**config.mk**
```make
export PLATFORM = sky130hd
export DESIGN_NAME = div_ratio_ctrl_flat
export DESIGN_NICKNAME = d
export VERILOG_FILES = /design/src/rtl/div_ctrl_pkg.sv /design/src/rtl/div_ratio_ctrl_if.sv /design/src/rtl/div_core.sv /design/src/rtl/div_ratio_ctrl.sv /design/src/flat_wrapper.sv
export SDC_FILE = /design/constraint.sdc
export NUM_CORES = 1
export LEC_CHECK = 0
export ABC_AREA = 1
export CAP_MARGIN = 20
export CORE_MARGIN = 2
export CORE_UTILIZATION = 53
export DETAILED_ROUTE_END_ITERATION = 8
export HOLD_SLACK_MARGIN = 0.02
export PLACE_DENSITY = 0.78
export SYNTH_ARGS = -nofsm -noshare
export SYNTH_HDL_FRONTEND = slang
export SYNTH_SLANG_ARGS = --single-unit
```
**constraint.sdc**
```tcl
create_clock -name clk -period 1.97 [get_ports clk]
set_input_delay 0.2955 -clock clk [delete_from_list [all_inputs] [get_ports clk]]
set_output_delay 0.2955 -clock clk [all_outputs]
set_load 0.01 [all_outputs]
```
**src/rtl/div_ctrl_pkg.sv**
```systemverilog
// Shared types and constants for the divide-ratio controller.
//   state_e         : controller FSM states
//   CW_DEF          : default ratio/counter width
//   RESET_RATIO_DEF : default divide ratio after reset
//   ratio_ok()      : true for an even ratio of at least 2
package div_ctrl_pkg;

  typedef enum logic [1:0] {
    ST_IDLE  = 2'd0,
    ST_RUN   = 2'd1,
    ST_PEND  = 2'd2,
    ST_DRAIN = 2'd3
  } state_e;

  localparam int unsigned CW_DEF          = 8;
  localparam int unsigned RESET_RATIO_DEF = 6;

  // Callers zero-extend the ratio to 32 bits so one function serves any CW.
  function automatic logic ratio_ok(input logic [31:0] ratio);
    return (ratio[0] == 1'b0) && (ratio >= 32'd2);
  endfunction

endpackage

```
**src/rtl/div_ratio_ctrl_if.sv**
```systemverilog
// Control/status bundle of the divide-ratio controller.
//   master : run request and ratio-request side (drives en, cfg_valid, cfg_ratio)
//   slave  : controller side (drives cfg_ready, cfg_err, clk_div, period_tick,
//            ratio_cur, active)
interface div_ratio_ctrl_if #(
  parameter int unsigned CW = 8
) ();

  logic          en;
  logic          cfg_valid;
  logic [CW-1:0] cfg_ratio;
  logic          cfg_ready;
  logic          cfg_err;
  logic          clk_div;
  logic          period_tick;
  logic [CW-1:0] ratio_cur;
  logic          active;

  modport master (
    output en, cfg_valid, cfg_ratio,
    input  cfg_ready, cfg_err, clk_div, period_tick, ratio_cur, active
  );

  modport slave (
    input  en, cfg_valid, cfg_ratio,
    output cfg_ready, cfg_err, clk_div, period_tick, ratio_cur, active
  );

endinterface

```
**src/rtl/div_core.sv**
```systemverilog
// Counter/toggle datapath: counts 1..half, reloads and toggles clk_div at half.
//   clk, reset : clock, async active-low reset
//   half       : half period in clk cycles (ratio >> 1)
//   run        : 0 holds count=1 and clk_div=0
//   reload     : forces count back to 1 on the next edge
//   clk_div    : registered divided clock
//   boundary   : this cycle ends a high phase (clk_div about to fall)
//   rise       : this cycle ends a low phase (clk_div about to rise)
module div_core #(
  parameter int unsigned HW = 7
) (
  input  logic          clk,
  input  logic          reset,
  input  logic [HW-1:0] half,
  input  logic          run,
  input  logic          reload,
  output logic          clk_div,
  output logic          boundary,
  output logic          rise
);

  logic [HW-1:0] count;
  logic          at_half;

  assign at_half  = (count == half);
  assign boundary = run && at_half && clk_div;
  assign rise     = run && at_half && !clk_div;

  // Phase counter and output toggle.
  always_ff @(posedge clk or negedge reset) begin
    if (!reset) begin
      count   <= HW'(1);
      clk_div <= 1'b0;
    end else if (!run) begin
      count   <= HW'(1);
      clk_div <= 1'b0;
    end else begin
      if (at_half) clk_div <= ~clk_div;
      if (at_half || reload) count <= HW'(1);
      else                   count <= count + HW'(1);
    end
  end

endmodule

```
**src/rtl/div_ratio_ctrl.sv**
```systemverilog
// Divide-ratio controller: run/stop FSM, ratio handshake and ratio registers
// around a div_core datapath. Ratio changes take effect only at period ends.
//   clk, reset : clock, async active-low reset
//   bus        : div_ratio_ctrl_if slave (en, cfg_*, clk_div, period_tick,
//                ratio_cur, active)
module div_ratio_ctrl
  import div_ctrl_pkg::*;
#(
  parameter int unsigned CW          = CW_DEF,
  parameter int unsigned RESET_RATIO = RESET_RATIO_DEF
) (
  input  logic           clk,
  input  logic           reset,
  div_ratio_ctrl_if.slave bus
);

  localparam int unsigned HW = CW - 1;

  state_e        state, state_nxt;
  logic [CW-1:0] ratio_cur_q, ratio_cur_nxt;
  logic [CW-1:0] ratio_pend, ratio_pend_nxt;
  logic          cfg_ready_q, cfg_err_q, period_tick_q, active_q;
  logic          cfg_err_nxt, apply;
  logic          accept, ratio_valid, has_pend;
  logic          boundary, rise, clk_div;

  assign accept      = bus.cfg_valid && cfg_ready_q;
  assign ratio_valid = ratio_ok(32'(bus.cfg_ratio));
  // Zero marks "no pending ratio" since zero is never a valid ratio.
  assign has_pend    = (ratio_pend != '0);

  div_core #(.HW(HW)) u_core (
    .clk      (clk),
    .reset    (reset),
    .half     (HW'(ratio_cur_q >> 1)),
    .run      (state != ST_IDLE),
    .reload   (apply),
    .clk_div  (clk_div),
    .boundary (boundary),
    .rise     (rise)
  );

  // Next-state, handshake and ratio update.
  always_comb begin
    state_nxt      = state;
    ratio_cur_nxt  = ratio_cur_q;
    ratio_pend_nxt = ratio_pend;
    cfg_err_nxt    = accept && !ratio_valid;
    apply          = 1'b0;
    case (state)
      ST_IDLE: begin
        if (accept && ratio_valid) ratio_cur_nxt = bus.cfg_ratio;
        if (bus.en) state_nxt = ST_RUN;
      end
      ST_RUN: begin
        if (accept && ratio_valid) begin
          ratio_pend_nxt = bus.cfg_ratio;
          state_nxt      = bus.en ? ST_PEND : ST_DRAIN;
        end else if (!bus.en) begin
          // Dropping en exactly at a period end stops without an extra period.
          state_nxt = boundary ? ST_IDLE : ST_DRAIN;
        end
      end
      ST_PEND: begin
        if (boundary) begin
          apply     = 1'b1;
          state_nxt = bus.en ? ST_RUN : ST_IDLE;
        end else if (!bus.en) begin
          state_nxt = ST_DRAIN;
        end
      end
      ST_DRAIN: begin
        if (boundary) begin
          apply     = has_pend;
          state_nxt = bus.en ? ST_RUN : ST_IDLE;
        end else if (bus.en) begin
          state_nxt = has_pend ? ST_PEND : ST_RUN;
        end
      end
      default: state_nxt = ST_IDLE;
    endcase
    if (apply) begin
      ratio_cur_nxt  = ratio_pend;
      ratio_pend_nxt = '0;
    end
  end

  // State and registered outputs.
  always_ff @(posedge clk or negedge reset) begin
    if (!reset) begin
      state         <= ST_IDLE;
      ratio_cur_q   <= CW'(RESET_RATIO);
      ratio_pend    <= '0;
      cfg_ready_q   <= 1'b1;
      cfg_err_q     <= 1'b0;
      period_tick_q <= 1'b0;
      active_q      <= 1'b0;
    end else begin
      state         <= state_nxt;
      ratio_cur_q   <= ratio_cur_nxt;
      ratio_pend    <= ratio_pend_nxt;
      cfg_ready_q   <= (state_nxt != ST_PEND) && (state_nxt != ST_DRAIN);
      cfg_err_q     <= cfg_err_nxt;
      period_tick_q <= rise;
      active_q      <= (state_nxt == ST_RUN) || (state_nxt == ST_PEND);
    end
  end

  assign bus.cfg_ready   = cfg_ready_q;
  assign bus.cfg_err     = cfg_err_q;
  assign bus.clk_div     = clk_div;
  assign bus.period_tick = period_tick_q;
  assign bus.ratio_cur   = ratio_cur_q;
  assign bus.active      = active_q;

endmodule
```
**src/flat_wrapper.sv**
```systemverilog
// flat-port wrapper written by rule: the top's interface ports become plain ports
module div_ratio_ctrl_flat import div_ctrl_pkg::*;
#(
  parameter int unsigned CW          = CW_DEF,
  parameter int unsigned RESET_RATIO = RESET_RATIO_DEF
)
  (clk, reset, bus_en, bus_cfg_valid, bus_cfg_ratio, bus_cfg_ready, bus_cfg_err, bus_clk_div, bus_period_tick, bus_ratio_cur, bus_active);
  div_ratio_ctrl_if #(.CW(CW)) bus_i ();
  input  logic clk;
  input  logic reset;
  input wire logic [$bits(bus_i.en)-1:0] bus_en;
  input wire logic [$bits(bus_i.cfg_valid)-1:0] bus_cfg_valid;
  input wire logic [$bits(bus_i.cfg_ratio)-1:0] bus_cfg_ratio;
  output wire logic [$bits(bus_i.cfg_ready)-1:0] bus_cfg_ready;
  output wire logic [$bits(bus_i.cfg_err)-1:0] bus_cfg_err;
  output wire logic [$bits(bus_i.clk_div)-1:0] bus_clk_div;
  output wire logic [$bits(bus_i.period_tick)-1:0] bus_period_tick;
  output wire logic [$bits(bus_i.ratio_cur)-1:0] bus_ratio_cur;
  output wire logic [$bits(bus_i.active)-1:0] bus_active;
  assign bus_i.en = bus_en;
  assign bus_i.cfg_valid = bus_cfg_valid;
  assign bus_i.cfg_ratio = bus_cfg_ratio;
  assign bus_cfg_ready = bus_i.cfg_ready;
  assign bus_cfg_err = bus_i.cfg_err;
  assign bus_clk_div = bus_i.clk_div;
  assign bus_period_tick = bus_i.period_tick;
  assign bus_ratio_cur = bus_i.ratio_cur;
  assign bus_active = bus_i.active;
  div_ratio_ctrl #(.CW(CW), .RESET_RATIO(RESET_RATIO)) u_core (.clk(clk), .reset(reset), .bus(bus_i));
endmodule
```
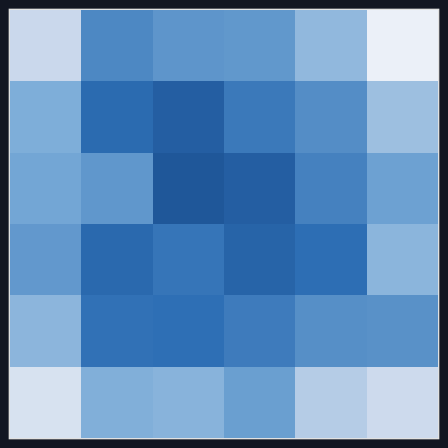
(run_1/density.png)
The die is cut into 6 by 6 equal tiles; white is low, dark blue is high, 0 to 100% covered.
emptiest ninth of the die	upper right
tiles over 75% full	19%
fullest tile	84%
mean over tiles	57%
densest ninth of the die	center

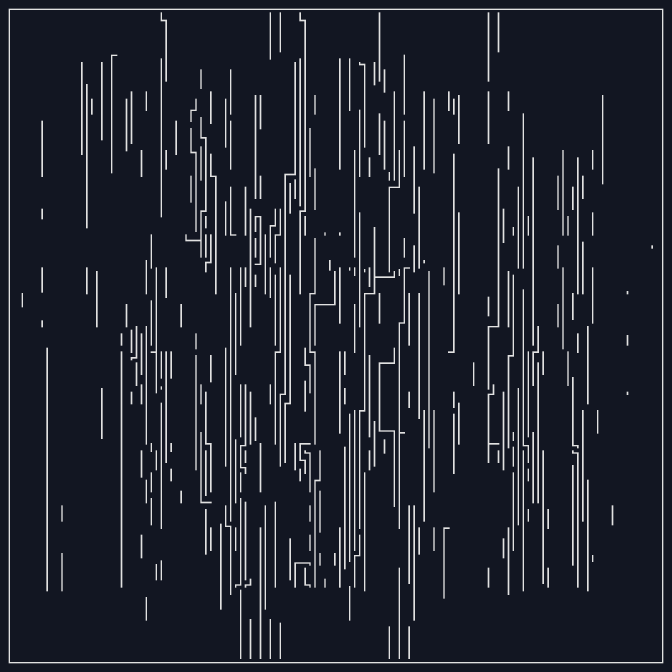
(run_1/met2.png)
share of all routed wire	49%
longest straight run	23.5 um
main direction	vertical

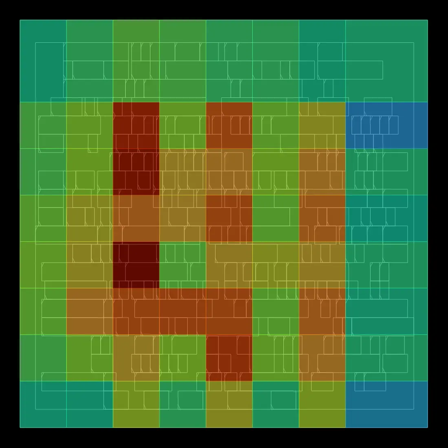
(run_1/final_congestion.png)
total routing resource utilization after global routing: 22.0%
Routed wire per std cell: 11.2 um
final cell utilization of the core: 69.5%
met3 Use GR: 7.04%

[run 1: per-layer routing]
| metal | share of wire (%) | routed length, um |
|---|---|---|
| met2 | 49 | 1650 |
| met5 | 0 | 0 |
| met4 | 1.3 | 43 |
| met3 | 4.0 | 136 |
| met1 | 46 | 1540 |
[run 1: per-stage QoR]
step	area (um^2)	utilization (%)
3_5_place_dp	2040	66.9
5_1_grt	2120	69.5
6_report	2120	69.5
3_3_place_gp	2040	66.9
4_1_cts	2120	69.5
2_1_floorplan	1690	-
[run 1: logic make-up after synthesis]
kind of cell / after synthesis / synth area share (%)
AND-OR/OR-AND: 5 / 1.70
AND/OR/NAND/NOR: 136 / 38.5
adder cells (fa/ha/maj): 3 / 2.22
buffers and inverters: 40 / 10.3
XOR/XNOR: 5 / 2.59
flip-flops: 30 / 44.7
==> notes.md, run 1 <==
Synthesis and PnR results.

- The run finished with clean final reports.
- At the end of routability-driven placement, the weighted congestion stood at 0.860.
- The group drawing the most power is combinational cells.
- The count of inverters other than clock inverters in the layout is 36.
- The count of endpoints failing setup in the final report reads 0.
- The highest achievable clock rate reads 0.553 GHz.
- The internal portion of total power is 0.00180 W.
- The power report puts the leakage power at 1.07 nW.
- The worst setup path is captured at a flop.
- The starting density of the core reads 55.4%.
- The most common logic cells in the final layout are nand2_1 (50), nand3_1 (38), inv_1 (32).
- The via count of the first global-routing pass was 1324.
- The CTS tree reads yes.
- The longest incremental delay of any stage on the critical path is reported as 570 ps.
- In this run, post-CTS repair resized a total of 0 instances.
- The final-layout clock-cell area share reads 3.83%.
- The total overflow reported by the global router is 0.
- The count of different cell masters after synthesis is 25.
- In this run the clock root is driven by a clkbuf_4.
- The count of warnings emitted by yosys is 0.
- Per the layout area report, the register area comes to 756 um^2.
- The cell with the biggest individual delay on the critical path is dfstp_2.
- The hold buffer count at cts is 0.
- The chip area line of the yosys report is 0.00169 mm^2.
- The final layout report lists a clock buffer count of 6.
- The total design power reads 0.00293 W.
- After synthesis, the mean cell area works out to 7.72 um^2.
- The placed wire-length estimate after detailed placement is 2600 um.
- The tally of OpenROAD warnings is 27.
- The critical path startpoint category is a flop.
- By count the netlist is led by nand2_1 (50), nand3_1 (38), inv_1 (32), dfrtp_1 (26), nor2_1 (22).
- The startpoint identified for the worst register-to-register timing path is u_core.bus.ratio_cur[2].
- Summed over all instances, the cell type with the most area after synthesis is dfrtp_1.
- The critical path data arrival time reads 2070 ps.
- The most repeated library cell on the critical path reads nand2_1.
- The layout sequential cell count reads 30.
- Per the layout area report, the combinational gate area comes to 761 um^2.
- The global routing met2 resource utilization is 35.2%.
- The final period utilization is 91.8%.
- The power density over the cells reads 1380 mW/mm^2.
- The layout cell share with drive strength beyond 1 reads 15.2%.
- The final max-slew violation count recorded for this run is 0.
- The endpoint of the worst register-to-register path reads u_core.bus.cfg_ready.
- The width of the die is 60.5 um.
- The end point of the critical path reads u_core.bus.cfg_ready.
- The synthesis-stage register bit count reads 30.
- The final layout contains 272 nets.
- The count of max-cap constraint violations reads 0.
- Of the total standard cell area in the layout, the sequential portion is 35.6%.
- The die extent in y reads 60.5 um.
- The number of buffers on the longest clock path is 2.
- The most frequently used cell type in the post-synthesis netlist reads nand2_1.
- The net switching power in the latest report is 0.00113 W.
- The worst clock skew is 11.8 ps.
- Of the total power, the share spent switching nets is 38.6%.
- The number of standard cells in the final layout excluding fillers reads 301.
- The number of diodes added for antenna fixing reads 0.
- The transition time at the pin with the least slew margin is 379 ps.
- The most common cell after layout, fill and taps aside is nand2_1.
- The layout has 262 filler cells.
- Setup repair after global routing left no endpoint under its margin.
- Listed in order, past its start point the critical path passes inv_1 -> nand2_1 -> nand2_1 -> nor2_4 -> nand2_2 -> nor2_4 -> nand4_1 -> nand2_1 -> nand3b_1 -> ha_1 -> nor2_1.
- The global-route wire length before repair is 5790 um.
- The depth of the CTS H-tree reads 2.
==> run_1/metal_stack.png <==
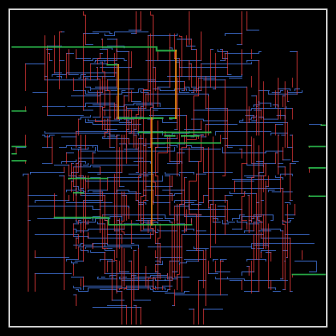

## Run 2: what changed since run 1
==> constraint.sdc (replaced) <==
create_clock -name clk -period 1.9 [get_ports clk]
set_input_delay 0.38 -clock clk [delete_from_list [all_inputs] [get_ports clk]]
set_output_delay 0.38 -clock clk [all_outputs]
set_load 0.01 [all_outputs]
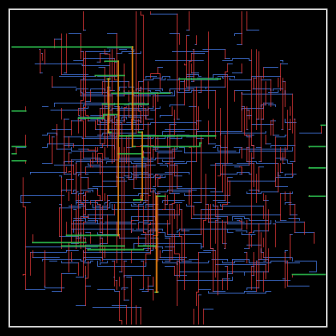
(run_2/metal_stack.png)
layer	color	wire length
met4	orange	93.8 um
met2	red	1670 um
met3	green	179 um
met1	blue	1570 um

==> notes.md, run 2 <==
Synthesis and PnR results.

- The depth of the CTS H-tree reads 2 (unchanged).
- In this run the worst setup path begins at u_core.bus.ratio_cur[2].
- The starting density of the core is 55.4% (unchanged).
- The sequential fraction of total cell area came to 34.2% (-1.4 points).
- The reported leakage power reads 1.12 nW (+4.6%).
- The cell type with the largest total area after synthesis is dfrtp_1.
- The layout cell share with drive strength beyond 1 is 21.7% (+6.5 points).
- The tally of OpenROAD warnings is 28 (+3.7%).
- The power report lists the clock group at 0.000514 W.
- The kind of capture point of the worst setup path reads a primary output.
- The die extent in y is 60.5 um (unchanged).
- The width of the die is 60.5 um (unchanged).
- The cell with the biggest individual delay on the critical path is dfstp_2.
- The share of the core filled with cells in the final layout reads 72.3% (+2.8 points).
- The worst clock skew reads 13.1 ps (+1.27 ps).
- The total design power is 0.00317 W (+8.2%).
- The power density over the cells is 1440 mW/mm^2 (+4.1%).
- The final period utilization reads 96.0%.
- The total global-route track usage is 21.5% (-0.49 points).
- The chip area line of the yosys report is 0.00169 mm^2 (unchanged).
- Sequential power for this build is 0.00117 W.
- The net switching component of the power is 0.00124 W (+9.8%).
- The count of fill cells added during filler insertion is 256 (-2.3%).
- The footprint of the multi-input gates came to 781 um^2 (+2.6%).
- Per the timing report, the most critical flop-to-flop path finishes at u_core.bus.active.
- The count of warnings emitted by yosys is 0 (unchanged).
- The number of nets in the final layout is 282 (+3.7%).
- The number of buffers on the longest clock path reads 2 (unchanged).
- Yosys attributes the largest share of cell area to dfrtp_1 (38%), nand3_1 (11%), nand2_1 (11%), inv_1 (7.1%), dfstp_2 (6.2%).
- The group drawing the most power is combinational cells.
- The final standard cell area without fillers is 0.00221 mm^2 (+4.0%).
- The global-route wire length before repair is 5750 um (-0.60%).
- The flow ran to the end, and the final reports show no timing, DRC or antenna violations.
- The number of diodes added for antenna fixing reads 0 (unchanged).
- The count of inverters other than clock inverters in the layout reads 36 (unchanged).
- The final count of pins violating max slew is 0 (unchanged).
- The transition time at the pin with the least slew margin reads 388 ps (+9.27 ps).
- The number of cells reported by Yosys stat comes to 219.
- Leaving out fill and tap cells, the most frequent cells in the layout are nand2_1 (45), nand3_1 (37), inv_1 (30).
- Setup repair after global routing could not meet its margin everywhere.
- The last weighted congestion value of the routability-driven placer came to 0.868 (+0.85%).
- Static timing analysis puts the maximum clock frequency at 0.548 GHz.
- The signal on the critical path passes through clkdlybuf4s50_1.
- The adder and majority cell fraction of the synthesized area was 2.22% (unchanged).
- Sorting the synthesized cells by how often they occur yields nand2_1 (50), nand3_1 (38), inv_1 (32), dfrtp_1 (26), nor2_1 (22).
- Per the CTS log, the root buffer master is clkbuf_4.
- The area fraction in and, or, nand and nor cells is 38.5% (unchanged).
- The worst slack at placement reads -159 ps.
- Nets still carrying antenna violations after routing amount to 0.
- The critical path data arrival time is 1440 ps (-630 ps).
- The number of buffers added by the clock tree synthesis step is 5.
- The internal portion of total power was 0.00193 W (+7.3%).
- The fraction of area in non-clock buffers reads 18.1%.
- The layout multi-input combinational cell count reads 149.
- The final routed wire length divided by cell count reads 11.3 um (+0.87%).
- After synthesis, the largest family of logic cells by area is simple AND/OR/NAND/NOR gates.
- The layout sequential cell count reads 30 (unchanged).
- The final-layout clock-cell area share was 3.68% (-0.15 points).
- The via count of the first global-routing pass was 1373 (+3.7%).
- The count of max-cap constraint violations was 0 (unchanged).
- The count of different cell masters after synthesis is 25 (unchanged).
- The maximum number of pins on one net before global-route repair reads 31.
- Following the worst setup path forward leads to its endpoint at bus_ratio_cur[2].
- TritonCTS built the clock tree.
- The hold buffer count at cts is 0 (unchanged).
- The cell area reported after detailed placement was 0.00209 mm^2 (+2.3%).
- The reg-to-reg critical path startpoint reads u_core.bus.ratio_cur[2].
- The total of buffers placed on input and output ports is 24.
- The most common cell after layout, fill and taps aside reads nand2_1.
- The share of the synthesized netlist area taken by xor and xnor gates is 2.59% (unchanged).
- The mean cell area of the mapped netlist is 7.72 um^2 (unchanged).
- The critical path startpoint category is a flop.
- The combinational cell fraction of total power reads 46.9%.
- The largest fanout on the critical path reads 4.
- The layout clock buffer count is 6 (unchanged).
- The mux share of post-synthesis cell area is 0% (unchanged).
- The highest cell delay on the worst timing path is 580 ps (about the same).
- The switching part of the total was 39.2% (+0.55 points).
- The total overflow reported by the global router came to 0 (unchanged).
- nand2_1 is the most common cell in the netlist.
- The register share of total power is 36.9%.
- The minimum setup slack among reg-to-reg paths reads 90 ps.
- The compound-gate portion of the synthesized area is 1.70% (unchanged).
- The sequential cell area in the final layout reads 756 um^2 (unchanged).
- The synthesis-stage register bit count reads 30 (unchanged).
- The number of standard cells in the final layout excluding fillers reads 311 (+3.3%).
- The placed wire-length estimate after detailed placement is 2590 um (-0.60%).
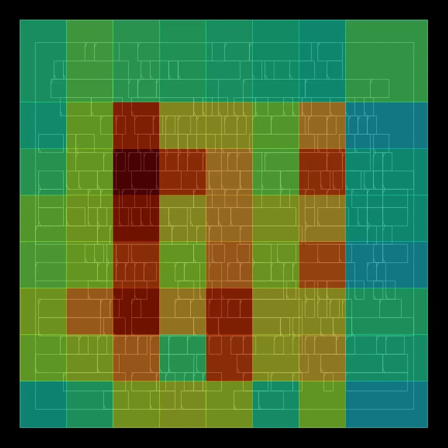
(run_2/final_congestion.png)
met3 Use GR: 4.48%
met2 track demand over resource: 34.9%

run 2: cell counts after synthesis:
Identical to the previous run, type by type.
run 2: worst min-delay path by stage:
| stage | start | slack, ps | cells past startpoint | end |
|---|---|---|---|---|
| CTS | reset | 440 | 2 | u_core.u_core.count[5] |
| global placement | u_core.ratio_pend[7] | 490 | 2 | u_core.ratio_pend[7] |
| floorplan | reset | 80 | 0 | u_core.bus.active |
| global route | reset | 450 | 2 | u_core.u_core.count[5] |
| finish | reset | 440 | 2 | u_core.u_core.count[6] |
| detailed placement | u_core.ratio_pend[7] | 490 | 2 | u_core.ratio_pend[7] |
run 2: layer usage:
layer | up-vias | routed length [um]
met5 | - | 0
met4 | 0 | 93
met3 | 11 | 178
met2 | 42 | 1670
met1 | 709 | 1570
li1 | 792 | -
No activity file was given, so power comes from the tool's default toggle rates.
